==> images/metal_stack.png <==
Bar = 10 µm.
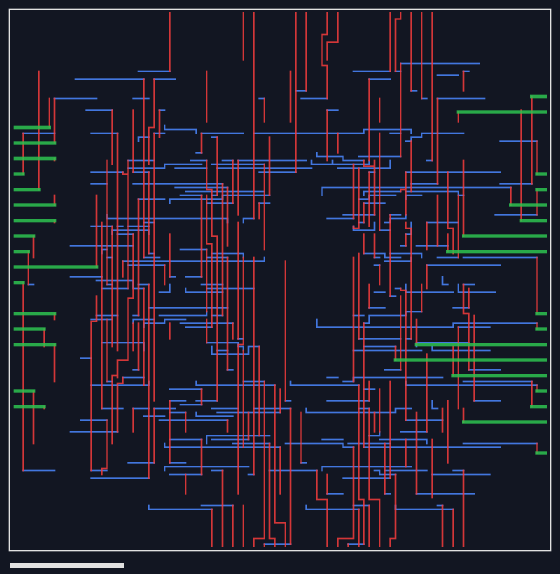
==> images/clock_map.png <==
Bar = 10 µm.
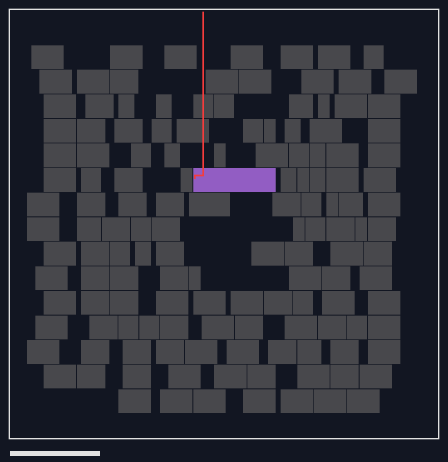
==> images/pdn.png <==
Bar = 10 µm. Pins as bars on the die edge.
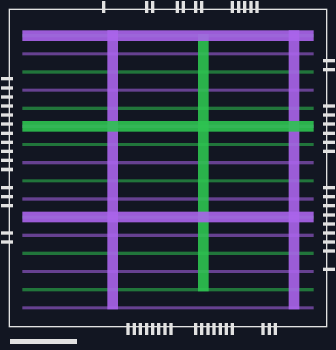
==> images/cell_classes.png <==
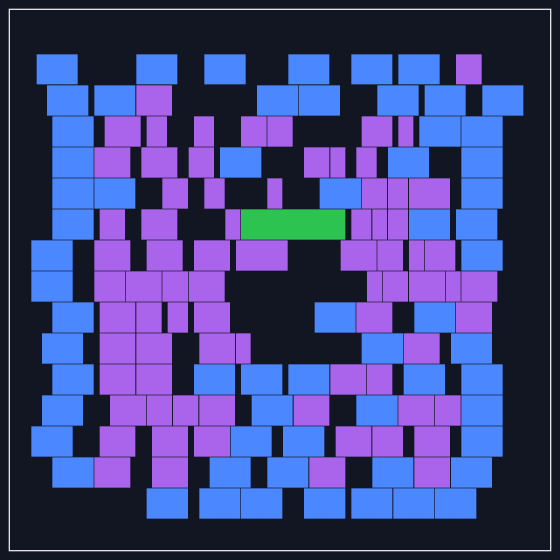
[src/rtl/hazard_unit_rv32i.sv]
// Hazard controller for the 5-stage RV32I pipeline: execute-stage operand
// forwarding, load-use / data-memory-wait / taken-branch / fetch-miss
// handling, and per-stage enable (hold) and flush (bubble) controls.
//
// state | meaning
// ------+------------------------------------------------------------
// INIT  | after reset: every stage held and flushed, forwarding off
// RUN   | normal operation, absorbing until the next reset
module hazard_unit_rv32i #(
    parameter int REG_ADDR_W = 6
) (
    input  logic                  clk,
    input  logic                  rst_n,
    input  logic [REG_ADDR_W-1:0] r1_D,
    input  logic [REG_ADDR_W-1:0] r2_D,
    input  logic [REG_ADDR_W-1:0] r1_E,
    input  logic [REG_ADDR_W-1:0] r2_E,
    input  logic [REG_ADDR_W-1:0] rd_E,
    input  logic [REG_ADDR_W-1:0] rd_M,
    input  logic [REG_ADDR_W-1:0] rd_W,
    input  logic                  reg_write_M,
    input  logic                  reg_write_W,
    input  logic                  mem_to_reg_E,
    input  logic                  PC_source_E,
    input  logic                  mem_transaction,
    input  logic                  data_ready,
    input  logic                  instruction_ready,
    output logic [1:0]            forward_operand_0_E,
    output logic [1:0]            forward_operand_1_E,
    output logic                  enable_fetch,
    output logic                  enable_decode,
    output logic                  enable_execute,
    output logic                  enable_memory,
    output logic                  enable_writeback,
    output logic                  flush_decode,
    output logic                  flush_execute,
    output logic                  flush_memory
);

    localparam logic [0:0] ST_INIT = 1'b0;
    localparam logic [0:0] ST_RUN  = 1'b1;

    localparam logic [1:0] FWD_RF  = 2'b00;
    localparam logic [1:0] FWD_WB  = 2'b01;
    localparam logic [1:0] FWD_MEM = 2'b10;

    logic [0:0] state_q;
    logic [0:0] state_d;
    logic       run;
    logic       lw_stall;
    logic       dmem_stall;
    logic       m_hit_0;
    logic       m_hit_1;
    logic       w_hit_0;
    logic       w_hit_1;

    // Sequencer next state: leave INIT on the first edge out of reset, then stay in RUN.
    always_comb begin
        state_d = ST_RUN;
    end

    // Sequencer state register with asynchronous clear to INIT.
    always_ff @(posedge clk or negedge rst_n) begin
        if (!rst_n) begin
            state_q <= ST_INIT;
        end else begin
            state_q <= state_d;
        end
    end

    // rst_n is folded in directly so a mid-run reset forces the safe outputs at once.
    assign run = rst_n && (state_q == ST_RUN);

    assign m_hit_0 = reg_write_M && (rd_M != '0) && (rd_M == r1_E);
    assign m_hit_1 = reg_write_M && (rd_M != '0) && (rd_M == r2_E);
    assign w_hit_0 = reg_write_W && (rd_W != '0) && (rd_W == r1_E);
    assign w_hit_1 = reg_write_W && (rd_W != '0) && (rd_W == r2_E);

    assign lw_stall   = mem_to_reg_E && (rd_E != '0) && ((rd_E == r1_D) || (rd_E == r2_D));
    assign dmem_stall = mem_transaction && !data_ready;

    // Operand forwarding; the memory stage holds the younger value so it wins over writeback.
    always_comb begin
        forward_operand_0_E = FWD_RF;
        forward_operand_1_E = FWD_RF;
        if (run) begin
            if (m_hit_0) begin
                forward_operand_0_E = FWD_MEM;
            end else if (w_hit_0) begin
                forward_operand_0_E = FWD_WB;
            end
            if (m_hit_1) begin
                forward_operand_1_E = FWD_MEM;
            end else if (w_hit_1) begin
                forward_operand_1_E = FWD_WB;
            end
        end
    end

    // Stage enables and flushes: data wait freezes everything, then taken branch, then load-use / fetch miss.
    always_comb begin
        enable_fetch     = 1'b0;
        enable_decode    = 1'b0;
        enable_execute   = 1'b0;
        enable_memory    = 1'b0;
        enable_writeback = 1'b0;
        flush_decode     = 1'b1;
        flush_execute    = 1'b1;
        flush_memory     = 1'b1;
        if (run) begin
            if (dmem_stall) begin
                flush_decode  = 1'b0;
                flush_execute = 1'b0;
                flush_memory  = 1'b0;
            end else if (PC_source_E) begin
                // Fetch loads the branch target even if the current fetch missed.
                enable_fetch     = 1'b1;
                enable_decode    = 1'b1;
                enable_execute   = 1'b1;
                enable_memory    = 1'b1;
                enable_writeback = 1'b1;
                flush_decode     = 1'b1;
                flush_execute    = 1'b1;
                flush_memory     = 1'b0;
            end else begin
                enable_fetch     = !lw_stall && instruction_ready;
                enable_decode    = !lw_stall;
                enable_execute   = 1'b1;
                enable_memory    = 1'b1;
                enable_writeback = 1'b1;
                // A held decode register must keep its instruction, so no miss bubble during load-use.
                flush_decode     = !instruction_ready && !lw_stall;
                flush_execute    = lw_stall;
                flush_memory     = 1'b0;
            end
        end
    end

endmodule

[config.mk]
export PLATFORM = sky130hd
export DESIGN_NAME = hazard_unit_rv32i
export DESIGN_NICKNAME = d
export VERILOG_FILES = /design/src/rtl/hazard_unit_rv32i.sv
export SDC_FILE = /design/constraint.sdc
export NUM_CORES = 1
export LEC_CHECK = 0
export CAP_MARGIN = 20
export CORE_MARGIN = 1.5
export CORE_UTILIZATION = 30
export CTS_BUF_LIST = sky130_fd_sc_hd__clkbuf_16
export DETAILED_ROUTE_END_ITERATION = 10
export PLACE_DENSITY_LB_ADDON = 0.05
export SYNTH_ARGS = -nofsm -noshare
export SYNTH_HDL_FRONTEND = slang
export SYNTH_SLANG_ARGS = --single-unit
[constraint.sdc]
create_clock -name clk -period 5 [get_ports clk]
set_clock_uncertainty 0.15 [all_clocks]
set_input_delay 1 -clock clk [delete_from_list [all_inputs] [get_ports clk]]
set_output_delay 1 -clock clk [all_outputs]
set_load 0.02 [all_outputs]
==> impl_metrics.json <==
{
  "power_report.internal_total_mw": 0.0694,
  "firstDrtPassIters": 1,
  "grt_pass1_vias": 700,
  "met1_grt_util_pct": 16.3,
  "syn-num-nets": 130,
  "synthXorXnorAreaFrac_pct": 53.4,
  "layout.cells.non_filler": 164,
  "critical_path.max_stage_delay_ps": 640,
  "dominant_power_group": "combinational logic",
  "crit_cells": 6,
  "route.detailed.wl_per_inst_um": 11.7,
  "synthArstFlopShare_pct": 100,
  "post_synth_fa_ha_maj_area_fraction_pct": 0,
  "grt_busiest_layer": "met2",
  "ys_warn_count": 0,
  "globalRouteMet2Util_pct": 37.6,
  "num-nonclk-inverters": 0,
  "outcome": "finished clean",
  "synth.top_cell.area_share_pct": 35.6,
  "largest_register_ffs": 1,
  "die-area_um2": 2240,
  "max-cap-violations": 0,
  "setup_viol": 0,
  "post_synth_inst_count": 79,
  "net_load_switching_power_mw": 0.0361,
  "share_comb_of_total_power_pct": 91.5,
  "buffer_and_inverter_count_on_the_worst_path": 2,
  "met2_wirelength_um": 1060,
  "top_register": "state_q",
  "length_of_routed_met3_wiring_um": 118,
  "post_cts_hold_buffer_count": 0,
  "setup_tns_after_final_layout_ps": 0,
  "pre_cts_slack_ps": 624,
  "fp_util_pct": 33.1,
  "postPlaceCellArea_um2": 1230,
  "avgSynthCellArea_um2": 7.48,
  "dr_iter_0_viols": 0,
  "grt_pass1_wl_um": 2770,
  "crit_chain": "clkdlybuf4s50_1 -> or4_1 -> o31ai_2 -> nor4_1 -> nor3_1 -> clkdlybuf4s50_1",
  "layout_worst_path_cycle_share_pct": 88.1,
  "slew_viol_final": 0,
  "top_layer_used": "met3",
  "drt-total-wl_um": 1920,
  "synth_top_cell_by_area": "sky130_fd_sc_hd__xnor2_1",
  "kind_of_end_point_of_the_critical_path": "output port",
  "setup_ws_ps": 593,
  "dp.final_hpwl_um": 1750,
  "yosys.stat.seqShare_pct": 4.24,
  "yosys_register_bits": 1,
  "met3_usage_pct": 0.769,
  "crit_path_max_fanout": 3,
  "synth_to_final_area_change_pct": 108,
  "simple_gate_share_pct": 26.7,
  "grt_setup_unrepaired": "no",
  "pwr.group.combinational_mw": 0.0965,
  "switching_share_pct": 34.2,
  "layout.nets": 192,
  "ys_sh_aoi_pct": 12.5,
  "max_clock_freq_mhz": 227,
  "number_of_buffers_added_on_ports": 62,
  "logic_family": "XOR/XNOR gates",
  "worst-setup-path-type": "input port to output port",
  "num_io_pins": 63,
  "critical_path.endpoint": "forward_operand_1_E[0]",
  "ff_latch_area_um2": 25.0,
  "gp_congestion": 0.793,
  "biggestRegsByFlops": "state_q x1",
  "critical_path.top_delay_family": "buffers and inverters",
  "synth.yosys.num_cells": 79,
  "worst_hold_check_path_type": "input port to asynchronous set/reset pin",
  "ys_top_cells_by_count": "sky130_fd_sc_hd__xnor2_1, sky130_fd_sc_hd__xor2_1, sky130_fd_sc_hd__nand2_1, sky130_fd_sc_hd__nand4_1, sky130_fd_sc_hd__nor4_1",
  "antenna_violating_nets_post_route": 0,
  "hold_ws_ps": 1050,
  "synthMuxAreaShare_pct": 0,
  "comb_area_share_pct": 44.9,
  "final_hold_viol_count": 0,
  "netlist_area_before_placement_um2": 591,
  "worst_ep_required_time_ps": 3850,
  "area_dominant_class": "non-clock buffers",
  "routed_via_density": 4.62,
  "startpoint_type": "input port",
  "highest_count_logic_cell_in_the_final_layout": "sky130_fd_sc_hd__clkdlybuf4s50_1",
  "synth-area-yosys_um2": 591,
  "cellLeakagePower_nw": 0.408,
  "post_cts_buffers": 0,
  "post-synth-top-count-cell": "sky130_fd_sc_hd__xnor2_1",
  "global_route.overflow_total": 0
}
## Picture notes: metal_stack.png
Green is met3, wire length 119 µm. Blue is met1, wire length 742 µm. Red is met2, wire length 1060 µm.
all-layer global routing usage: 16.5%
Via Count: 758

## Picture notes: clock_map.png
Purple is flip-flops, count 1. Red is clock wires, length 19.3 µm.
Routed clock nets: 1.
clock network power: 0 mW
proportion of power drawn by the clock network: 0%

## Picture notes: pdn.png
Green is VDD. Purple is VSS.
63 signal pins sit on the boundary. The core has 15 rows. 3 straps on met4. 16 met1 rails follow the rows. 3 straps on met5.
height of the die: 47.4 µm
Max VDD drop: 0.0444 mV
Core Box Area: 1780 µm²

## Picture notes: cell_classes.png
Blue is other buffers and delay cells, cells 62. Green is flip-flops, cells 1. Purple is all other logic, cells 76.
Core Rows: 15
share of the core filled with cells in the final layout: 68.8%
register share of the cell area: 2.04%
finished layout cell area: 1230 µm²

Power figures rest on the tool's default switching activity, not on a simulated workload.
